`src/rtl/booth_mul_acc.sv`:
```
// Accumulation back end of the Booth radix-4 MAC datapath: sums a programmed
// number of signed products into a wide accumulator, with optional saturation.
module booth_mul_acc #(
   parameter int PROD_W = 16,
   parameter int ACC_W  = 24,
   parameter int LEN_W  = 8,
   parameter int SAT    = 1
) (
   input  logic              clk,
   input  logic              rst,
   input  logic              start,
   input  logic [LEN_W-1:0]  len,
   input  logic [PROD_W-1:0] prod_in,
   input  logic              prod_vld,
   output logic              busy,
   output logic [LEN_W-1:0]  cnt,
   output logic [ACC_W-1:0]  acc_out,
   output logic              acc_vld,
   output logic              ovf,
   output logic              drop
);

   typedef enum logic [1:0] {
      IDLE  = 2'd0,
      ACCUM = 2'd1,
      DONE  = 2'd2
   } state_t;

   localparam logic [ACC_W-1:0] ACC_MAX  = {1'b0, {(ACC_W-1){1'b1}}};
   localparam logic [ACC_W-1:0] ACC_MIN  = {1'b1, {(ACC_W-1){1'b0}}};
   localparam logic [LEN_W-1:0] CNT_ONE  = {{(LEN_W-1){1'b0}}, 1'b1};
   localparam logic [LEN_W-1:0] CNT_ZERO = {LEN_W{1'b0}};

   state_t             state_r, state_s;
   logic [LEN_W-1:0]   cnt_r, cnt_s;
   logic [ACC_W-1:0]   acc_r, acc_s;
   logic               ovf_r, ovf_s;
   logic               drop_r, drop_s;
   logic               busy_r, busy_s;
   logic               vld_r, vld_s;
   logic [ACC_W:0]     prod_ext_s;
   logic [ACC_W:0]     sum_s;
   logic               sum_ovf_s;

   // Sign-extended add with one guard bit; guard/sign disagreement flags overflow
   always_comb begin
      prod_ext_s = {{(ACC_W+1-PROD_W){prod_in[PROD_W-1]}}, prod_in};
      sum_s      = {acc_r[ACC_W-1], acc_r} + prod_ext_s;
      sum_ovf_s  = sum_s[ACC_W] ^ sum_s[ACC_W-1];
   end

   // Next-state and next-output logic for the job sequencer
   always_comb begin
      state_s = state_r;
      cnt_s   = cnt_r;
      acc_s   = acc_r;
      ovf_s   = ovf_r;
      drop_s  = drop_r;
      case (state_r)
         IDLE: begin
            if (start) begin
               cnt_s   = len;
               acc_s   = {ACC_W{1'b0}};
               ovf_s   = 1'b0;
               state_s = (len == CNT_ZERO) ? DONE : ACCUM;
            end else begin
               state_s = IDLE;
            end
            // A stray product in the start cycle still marks the new job
            drop_s = prod_vld | (start ? 1'b0 : drop_r);
         end
         ACCUM: begin
            if (prod_vld) begin
               cnt_s   = cnt_r - CNT_ONE;
               ovf_s   = ovf_r | sum_ovf_s;
               state_s = (cnt_r == CNT_ONE) ? DONE : ACCUM;
               if (sum_ovf_s && (SAT != 0)) begin
                  acc_s = sum_s[ACC_W] ? ACC_MIN : ACC_MAX;
               end else begin
                  acc_s = sum_s[ACC_W-1:0];
               end
            end else begin
               state_s = ACCUM;
            end
         end
         DONE: begin
            state_s = IDLE;
            drop_s  = drop_r | prod_vld;
         end
         default: begin
            state_s = IDLE;
         end
      endcase
      busy_s = (state_s != IDLE);
      vld_s  = (state_s == DONE);
   end

   // State and registered outputs, synchronous reset
   always_ff @(posedge clk) begin
      if (rst) begin
         state_r <= IDLE;
         cnt_r   <= {LEN_W{1'b0}};
         acc_r   <= {ACC_W{1'b0}};
         ovf_r   <= 1'b0;
         drop_r  <= 1'b0;
         busy_r  <= 1'b0;
         vld_r   <= 1'b0;
      end else begin
         state_r <= state_s;
         cnt_r   <= cnt_s;
         acc_r   <= acc_s;
         ovf_r   <= ovf_s;
         drop_r  <= drop_s;
         busy_r  <= busy_s;
         vld_r   <= vld_s;
      end
   end

   assign busy    = busy_r;
   assign cnt     = cnt_r;
   assign acc_out = acc_r;
   assign acc_vld = vld_r;
   assign ovf     = ovf_r;
   assign drop    = drop_r;

endmodule
```
`config.mk`:
```
export PLATFORM = sky130hd
export DESIGN_NAME = booth_mul_acc
export DESIGN_NICKNAME = d
export VERILOG_FILES = /design/src/rtl/booth_mul_acc.sv
export SDC_FILE = /design/constraint.sdc
export NUM_CORES = 1
export LEC_CHECK = 0
export ABC_AREA = 1
export CAP_MARGIN = 20
export CORE_UTILIZATION = 56
export CTS_CLUSTER_SIZE = 40
export DETAILED_ROUTE_END_ITERATION = 8
export GPL_TIMING_DRIVEN = 0
export HOLD_SLACK_MARGIN = 0.08
export PLACE_DENSITY = 0.86
export REMOVE_ABC_BUFFERS = 1
export SLEW_MARGIN = 20
export SYNTH_ARGS = -nofsm -noshare
export SYNTH_HDL_FRONTEND = slang
export SYNTH_SLANG_ARGS = --single-unit
```
`constraint.sdc`:
```
create_clock -name clk -period 5.2 [get_ports clk]
set_input_delay 0.52 -clock clk [delete_from_list [all_inputs] [get_ports clk]]
set_output_delay 0.52 -clock clk [all_outputs]
set_load 0.01 [all_outputs]
```
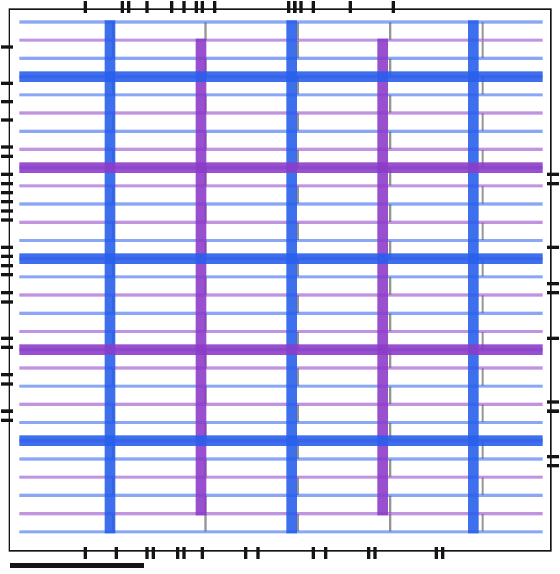
Fig. 1. Floorplan with the power grid (run 1).
Bar = 20 microns. Pins as bars on the die edge. Tap cells in gray.
Blue stands for VSS. Purple stands for VDD.
29 met1 rails follow the rows. 5 straps on met5. 5 straps on met4.
core area: 5956 sq um
Die Width: 80.67 microns

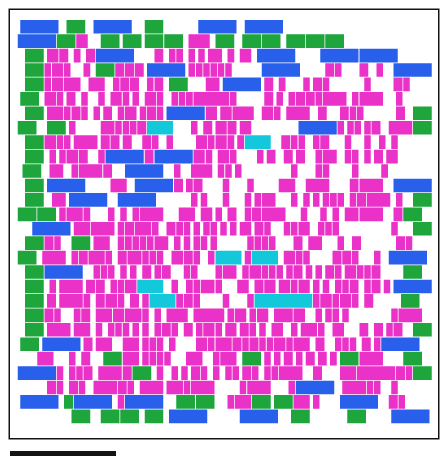
Fig. 2. Placement by cell class (run 1).
Bar = 20 microns.
Green stands for other buffers and delay cells, cells 63. Blue stands for flip-flops, cells 38. Cyan stands for clock drivers and dummy loads, cells 7. Magenta stands for all other logic, cells 504.
row cnt: 28
Core Util, Final: 70.84%
flop share of the area: 18.03%

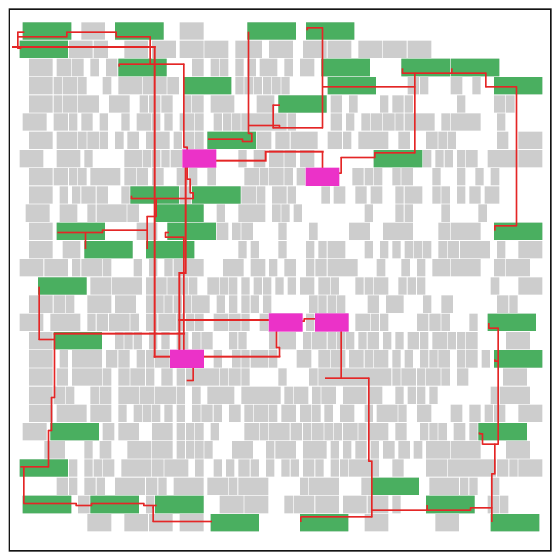
Fig. 3. Clock wires, drivers and flops (run 1).
Magenta stands for cells driving clock nets, count 5. Red stands for clock wires, length 643 microns. Green stands for flip-flops, count 38.
Position of the flops: all over the die. There are 6 routed clock nets.
Post-Route Skew: 0.009944 ns
Clk pwr share: 28.4%
Clock Power: 0.269 mW

## run 1: layout by cell type (no fill, tap or decap), types with 2 or more instances in the layout
cell type          n
a211oi_1           4
a21oi_1           45
a21oi_2            8
a31oi_1            4
and2_1             6
clkbuf_8           6
clkdlybuf4s50_1   62
dfxtp_1           38
ha_1              26
inv_1             60
nand2_1          189
nand2_2            8
nand3_1           43
nand4_1           16
nor2_1            31
nor2_2             5
nor2_4             3
nor4_1             2
o21ai_0           14
o21bai_1           8
or2_2              2
xnor2_1           12
xor2_1             6
## run 1: layer usage
metal / global-route usage, % / vias to the layer above / share of wire [%]
li1: - / 1918 / -
met1: 41.13 / 1739 / 46
met2: 49.66 / 161 / 45
met3: 5.341 / 16 / 7.4
met4: 8.571 / 0 / 1.6
met5: 0 / - / 0
## run 1: state kept, by name (all words and copies together) (netlist names)
register and count:
acc_out 24, ovf 1, acc_vld 1, state_r 2, drop 1, cnt 8, busy 1
## run 1: worst max-delay path, stage by stage
cell,delay (ns)
clkdlybuf4s50_1,0.62
ha_1,0.46
a21oi_1,0.21
nand2_1,0.11
a21oi_1,0.27
nand3_1,0.17
nand2_1,0.11
nand2_2,0.09
a21boi_4,0.60
nand2_1,0.17
a21oi_2,0.14
## run 1: cell usage after synthesis, types with 2 or more instances
cell type,count
a211oi_1,4
buf_2,4
nor2_2,6
nand2_1,189
a21oi_1,45
a31oi_1,4
nor2_4,2
nor2_1,31
xnor2_1,12
nand4_1,16
nor4_1,2
and2_1,6
o21ai_0,14
buf_6,4
ha_1,26
nand2_2,8
xor2_1,6
dfxtp_1,38
a21oi_2,8
clkbuf_1,5
nand3_1,43
or2_2,2
inv_1,60
o21bai_1,8
==> CHANGELOG.md, run 1 <==
### Physical design

- Run status: finished, final reports clean
- 1st-pass router iterations: 6
- # port buffers: 63
- Yosys cell count: 555
- Area leader, netlist: dfxtp_1
- Yosys stat area: 3466 sq um
- Number of I/O pins: 64
- Ys flops: 38
- Top_reg_cell synth: dfxtp_1
- DR WL/cell: 13.89 microns
- Share of layout cells above drive strength 1: 6.536%
- Final Setup Violations: 0
- Worst Slack Setup Final: 1.940 ns
- Fmax: 306.8 MHz
- Multi-input comb cells: 442
- Leakage: 1.924 nW
- Final-report max-slew violation count: 0
- Layout non-clock buf frac: 14.83%
- Synth logic family: simple AND/OR/NAND/NOR gates
- Final Cell Area: 4219 sq um
- Non-filler cells, final: 687
- Mux frac, synth: 0%
- Drt initial violations: 273
- R2r endpoint: acc_out[14]$_SDFFE_PP0P_
- RSZ-0062 raised after global routing: false
- Overall power: 0.9498 mW
- Post-CTS Resized: 0
- Post-CTS setup buffers: 0
- Worst skew pair latency: 0.30 ns
- Combinational gate area: 2394 sq um
- R2r setup slk: 2.37 ns
- First-pass GRT wire length: 15.50 mm
- Synth Area in Adders: 9.964%
- Post-layout period usage: 62.68%
- Cell Area, Placed: 4101 sq um
- Post-synthesis simple-gate area fraction: 39.13%
- Tool warnings: 26
- Worst Path Required: 5.43 ns
- Logic pwr share: 36.9%
- Synth Area in Compound Gates: 15.27%
- CTS H-tree lvls: 2
- Synth cell types: 36
- Area-dominant class: logic gates
- Worst Setup EP: acc_out[14]$_SDFFE_PP0P_
- Switching Share: 35.77%
- Setup TNS: 0 ns
## Run 2: what changed since run 1
- CORE_UTILIZATION: 56 -> 48
- PLACE_DENSITY: 0.86 -> 0.78
- clock period: 5.2 -> 2.9 ns (I/O delays scaled with it)
==> run 2 against run 1 <==
Net effect:
- global-route usage down 4.4 points
- register-to-register slack worse by 2.1 ns
- non-clock buffer count up 2
- sequential power up 79%
- total power up 80%
- wire length up 1.9%
- first-iteration DRC count down 15%
- critical path type unchanged
==> CHANGELOG.md, run 2 <==
### Physical design

- GRT met1 Usage: 34.93%
- Setup TNS: 0 ns
- DR WL met3: 561 microns
- Run status: finished, final reports clean
- Post-layout period usage: 92.64%
- First-pass GRT wire length: 15.62 mm
- Tool warnings: 26
- # port buffers: 63
- Met1 WL: 4.595 mm
- Yosys cell count: 555
- Post-Route Skew: 0.006714 ns
- Share of layout cells above drive strength 1: 6.981%
- Routed met2 length: 4.450 mm
- CP bufs+invs: 1
- Post-CTS Resized: 1
- Most frequent cells in the layout: nand2_1 (189), clkdlybuf4s50_1 (61), inv_1 (60)
- 1st-pass router iterations: 4
- Final Setup Violations: 0
- Top cell excl fill/tap: nand2_1
- Area leader, netlist: dfxtp_1
- R2r endpoint: acc_out[9]$_SDFFE_PP0P_
- CTS H-tree lvls: 2
- Top_reg_cell synth: dfxtp_1
- Synth cell types: 36
- Ys flops: 38
- Number of flip-flops in the largest register: 24
- Yosys stat area: 3466 sq um
- Met3 usage: 3.697%
- Fmax: 372.2 MHz
- Drt initial violations: 232
- R2r setup slk: 0.29 ns
- Die Width: 86.98 microns
- Worst stage delay on the critical path: 0.46 ns
- Worst Path Required: 3.07 ns
- Crit-path most repeated cell: nand2_1
- RSZ-0062 raised after global routing: false
- Cell chain of the critical path: clkdlybuf4s50_1 > ha_1 > fa_1 > nand2_1 > nand2_1 > nand3_1 > nand2_2 > nand2_1 > nand3_1 > nand2_1 > nand2_2 > nand2_4 > nand3_1 > nand2_1 > a21oi_2
- Count leader, synth: nand2_1
- Top cells by count, synth: nand2_1 (189), inv_1 (60), a21oi_1 (45)
- Overall power: 1.709 mW
- Delay-heaviest family, CP: simple AND/OR/NAND/NOR gates
- Post-CTS setup buffers: 0
run 2: cell counts after synthesis:
Identical to the previous run, type by type.
run 2: cell type report:
cell class / count / share of cell area [%]
Inverter: 62 / 5.405
Multi-Input combinational cell: 443 / 56.15
Timing Repair Buffer: 65 / 15.43
Tap cell: 96 / 2.790
Sequential cell: 38 / 17.67
Clock inverter: 2 / 0.8718
Clock buffer: 6 / 1.686
run 2: cells by family after synthesis:
group                      after synthesis  synth area share, %
buffers and inverters                   75                9.133
DFF                                     38                21.95
xor gates and xnor gates                18                4.549
AOI/OAI and AO/OA                       87                15.27
adders and majority gates               27                9.964
and+or+nand+nor                        310                39.13
run 2: worst max-delay path by stage:
stage / startpoint / to / slack, ns
2_1_floorplan: acc_out[0]$_SDFFE_PP0P_ / acc_out[13]$_SDFFE_PP0P_ / 0.60
3_3_place_gp: prod_in[15] / acc_out[9]$_SDFFE_PP0P_ / -0.33
3_5_place_dp: prod_in[15] / acc_out[14]$_SDFFE_PP0P_ / -0.34
4_1_cts: prod_in[0] / acc_out[6]$_SDFFE_PP0P_ / 0.04
5_1_grt: prod_in[0] / acc_out[19]$_SDFFE_PP0P_ / 0.03
6_report: prod_in[0] / acc_out[9]$_SDFFE_PP0P_ / 0.21
run 2: stage by stage:
stage                     util [%]  area, sq um  setup WS (ns)  hold WS (ns)
final                        62.68         4305         0.2134        0.4729
after global routing         62.68         4305        0.02725        0.5104
after CTS                    61.75         4242        0.03940        0.4807
after detailed placement     60.16         4133        -0.3389        0.4645
after floorplan                  -         3382         0.6030        0.3524
after global placement       60.16         4133        -0.3349        0.4545
run 2: report_power, final:
part	switching, mW	internal, mW
Combinational	0.370	0.269
Sequential	0.0327	0.558
Clock	0.223	0.257
Total	0.625	1.08
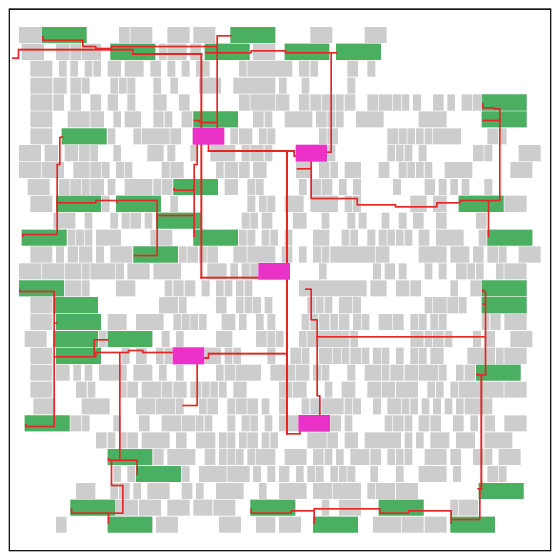
Fig. 4. Clock wires, drivers and flops (run 2).
Magenta stands for cells driving clock nets, count 5. Red stands for clock wires, length 671 microns. Green stands for flip-flops, count 38.
Position of the flops: all over the die.
Clk pwr share: 28.1%
worst skew pair latency: 0.30 ns
Clock Power: 0.480 mW

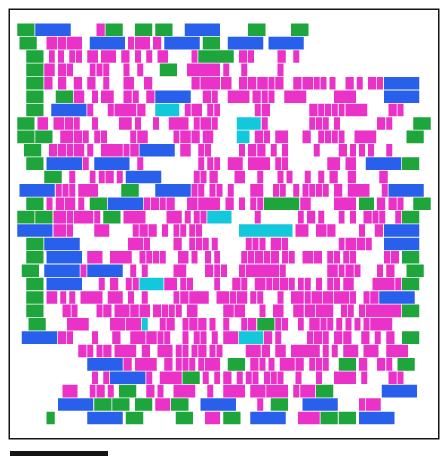
Fig. 5. Placement by cell class (run 2).
Bar = 20 microns.
Green stands for other buffers and delay cells, cells 65. Magenta stands for all other logic, cells 505. Blue stands for flip-flops, cells 38. Cyan stands for clock drivers and dummy loads, cells 8.
core area: 6869 sq um
flop share of the area: 17.67%
row cnt: 30
Core Util, Final: 62.68%

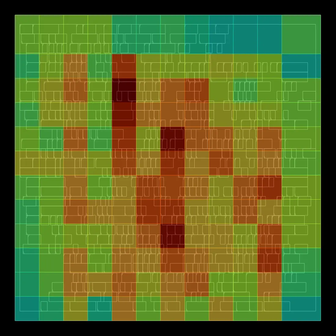
Fig. 6. Congestion heat map (run 2).
GRT busiest layer: met2
Global Route Usage Sum: 26.19%
DR WL/cell: 13.66 microns

## Run 3: what changed since run 2
- PLACE_DENSITY: 0.78 -> 0.77
==> run 3 against run 2 <==
Net effect:
- sequential share of layout area is 0.12 points lower
- clock skew is 0.0043 ns higher
- non-clock buffer count fell by 1
- hold slack lost 0.0012 ns
- design area up 0.67%
- combinational power about the same
- first-iteration DRC count up 11%
- via count is 0.64% lower
- wire length is 0.38% lower
==> CHANGELOG.md, run 3 <==
### Physical design

- Run status: finished, final reports clean
- Critical Path Start: prod_in[0]
- Number of flip-flops in the largest register: 24
- Number of I/O pins: 64
- Fmax: 369.8 MHz
- Hold_buf cts: 0
- CTS root buffer: clkbuf_8
- CTS H-tree lvls: 2
- Critical path class: input port to register
- Cell Area, Placed: 4133 sq um
- Most frequent cells in the layout: nand2_1 (189), clkdlybuf4s50_1 (61), inv_1 (60)
- CTS Buf Count: 5
- R2r endpoint: acc_out[21]$_SDFFE_PP0P_
- R2r setup slk: 0.27 ns
- Die Width: 86.98 microns
- Yosys cell count: 555
- Top cells by count, synth: nand2_1 (189), inv_1 (60), a21oi_1 (45)
- Tool warnings: 26
- Post-Route Skew: 0.01098 ns
- Share of layout cells above drive strength 1: 7.154%
- Worst Setup EP: acc_out[21]$_SDFFE_PP0P_
- Post-layout period usage: 93.24%
- Overall power: 1.809 mW
- CP bufs+invs: 1
- Worst hold path cell count: 2
- Count leader, synth: nand2_1
- Leakage: 1.964 nW
- Final-report max-slew violation count: 0
- Slowest stage cell, crit path: fa_1
- Routed met2 length: 4.427 mm
- Placer Congestion: 0.9523
- Pre-CTS setup slack: -0.3518 ns
- Area share, top type: 21.95%
- Worst Slack Setup Final: 0.1961 ns
- Setup TNS: 0 ns
- Final Cell Area: 4334 sq um
- Core area: 6869 sq um
- Delay-heaviest family, CP: simple AND/OR/NAND/NOR gates
- Non-filler cells, final: 711
- RSZ-0062 raised after global routing: false
- First-pass GRT wire length: 16.53 mm
- Cell chain of the critical path: clkdlybuf4s50_1 > ha_1 > fa_1 > nand2_1 > nand2_1 > nand3_1 > nand2_2 > nand2_1 > nand3_1 > nand2_1 > nand2_2 > a21boi_4 > nand2_1 > a21oi_1
- Levels on crit path: 14
- DR WL met3: 500 microns
- Highest Signal Layer: met4
- Worst stage delay on the critical path: 0.45 ns
- Final Critical Period: 2.704 ns
- Ys flops: 38
- Area leader, netlist: dfxtp_1
- Crit-path most repeated cell: nand2_1
- Row cnt: 30
- # port buffers: 63
- Yosys stat area: 3466 sq um
- 1st-pass router iterations: 4
- Reg-to-Reg Start: acc_out[0]$_SDFFE_PP0P_
- Worst skew pair latency: 0.30 ns
- Met1 WL: 4.659 mm
- Final Setup Violations: 0
- Fin Hold WS: 0.4717 ns
- Drt initial violations: 258
- Synth cell types: 36
- Top cell excl fill/tap: nand2_1
- Top_reg_cell synth: dfxtp_1
- Worst Path Required: 3.13 ns
run 3: metal layers:
layer / GRT usage (%) / vias up
met5: 0 / -
li1: - / 1930
met2: 45.10 / 93
met3: 4.360 / 7
met4: 5.909 / 0
met1: 37.53 / 1679
run 3: cell families after synthesis:
| family | Yosys count | share of synthesized area [%] |
|---|---|---|
| flip-flops | 38 | 21.95 |
| XOR/XNOR | 18 | 4.549 |
| adder cells (fa/ha/maj) | 27 | 9.964 |
| AND-OR/OR-AND | 87 | 15.27 |
| AND/OR/NAND/NOR | 310 | 39.13 |
| buffers and inverters | 75 | 9.133 |
run 3: timing repair:
item / CTS / global route
cloned: 1 / 0
setup endpoints to repair: 15 / 24
resized: 0 / 4
setup buffers: 0 / 1
pin swaps: 1 / 1
run 3: final cells by class:
class / count / area (sq um)
clock inverters: 2 / 60.06
inverters: 62 / 232.7
repair buffers: 64 / 648.1
well taps: 96 / 120.1
multi-input cells: 443 / 2430
clock buffers: 6 / 82.58
flip-flops and latches: 38 / 760.7
fillers: 665 / 2535
run 3: worst min path at each step:
stage	start	to	slack (ns)
final	drop$_SDFFE_PP0P_	drop$_SDFFE_PP0P_	0.47
after global routing	drop$_SDFFE_PP0P_	drop$_SDFFE_PP0P_	0.50
after CTS	drop$_SDFFE_PP0P_	drop$_SDFFE_PP0P_	0.48
after detailed placement	drop$_SDFFE_PP0P_	drop$_SDFFE_PP0P_	0.46
after global placement	drop$_SDFFE_PP0P_	drop$_SDFFE_PP0P_	0.45
after floorplan	rst	acc_out[13]$_SDFFE_PP0P_	0.35
run 3: power breakdown:
group	total, mW	internal, mW	switching, mW
registers	0.590	0.558	0.0329
clock network	0.578	0.367	0.211
logic	0.640	0.267	0.373
total	1.81	1.19	0.616
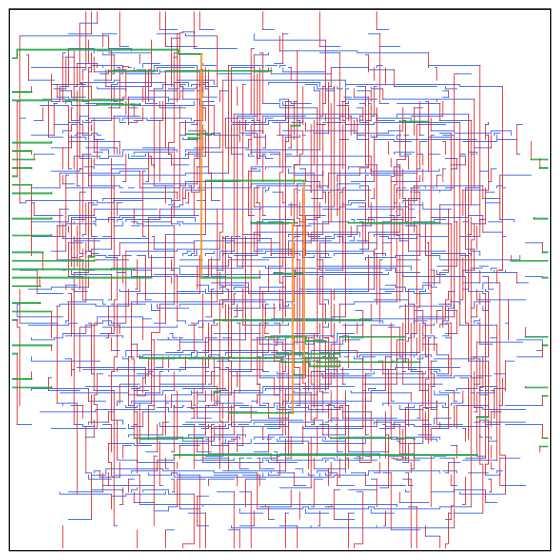
Fig. 7. Wiring by layer (run 3).
Orange stands for met4, wire length 97.9 microns. Green stands for met3, wire length 501 microns. Red stands for met2, wire length 4430 microns. Blue stands for met1, wire length 4660 microns.
DRT Wirelength: 9.686 mm
Global Route Usage Sum: 27.37%

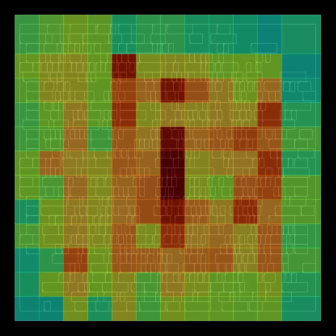
Fig. 8. Congestion heat map (run 3).
DR WL/cell: 13.62 microns
GRT met1 Usage: 37.53%
Core Util, Final: 63.10%
GRT met2 Usage: 45.10%

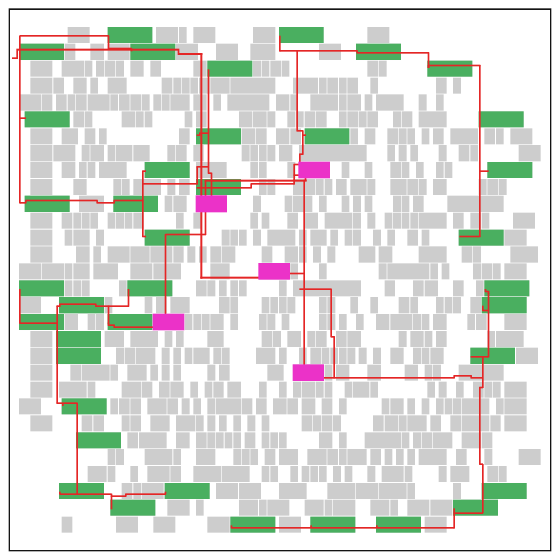
Fig. 9. Clock wires, drivers and flops (run 3).
Green stands for flip-flops, count 38. Red stands for clock wires, length 634 microns. Magenta stands for cells driving clock nets, count 5.
There are 6 routed clock nets.
Clock Power: 0.578 mW
Clk pwr share: 32.0%

Power figures rest on the tool's default switching activity, not on a simulated workload.
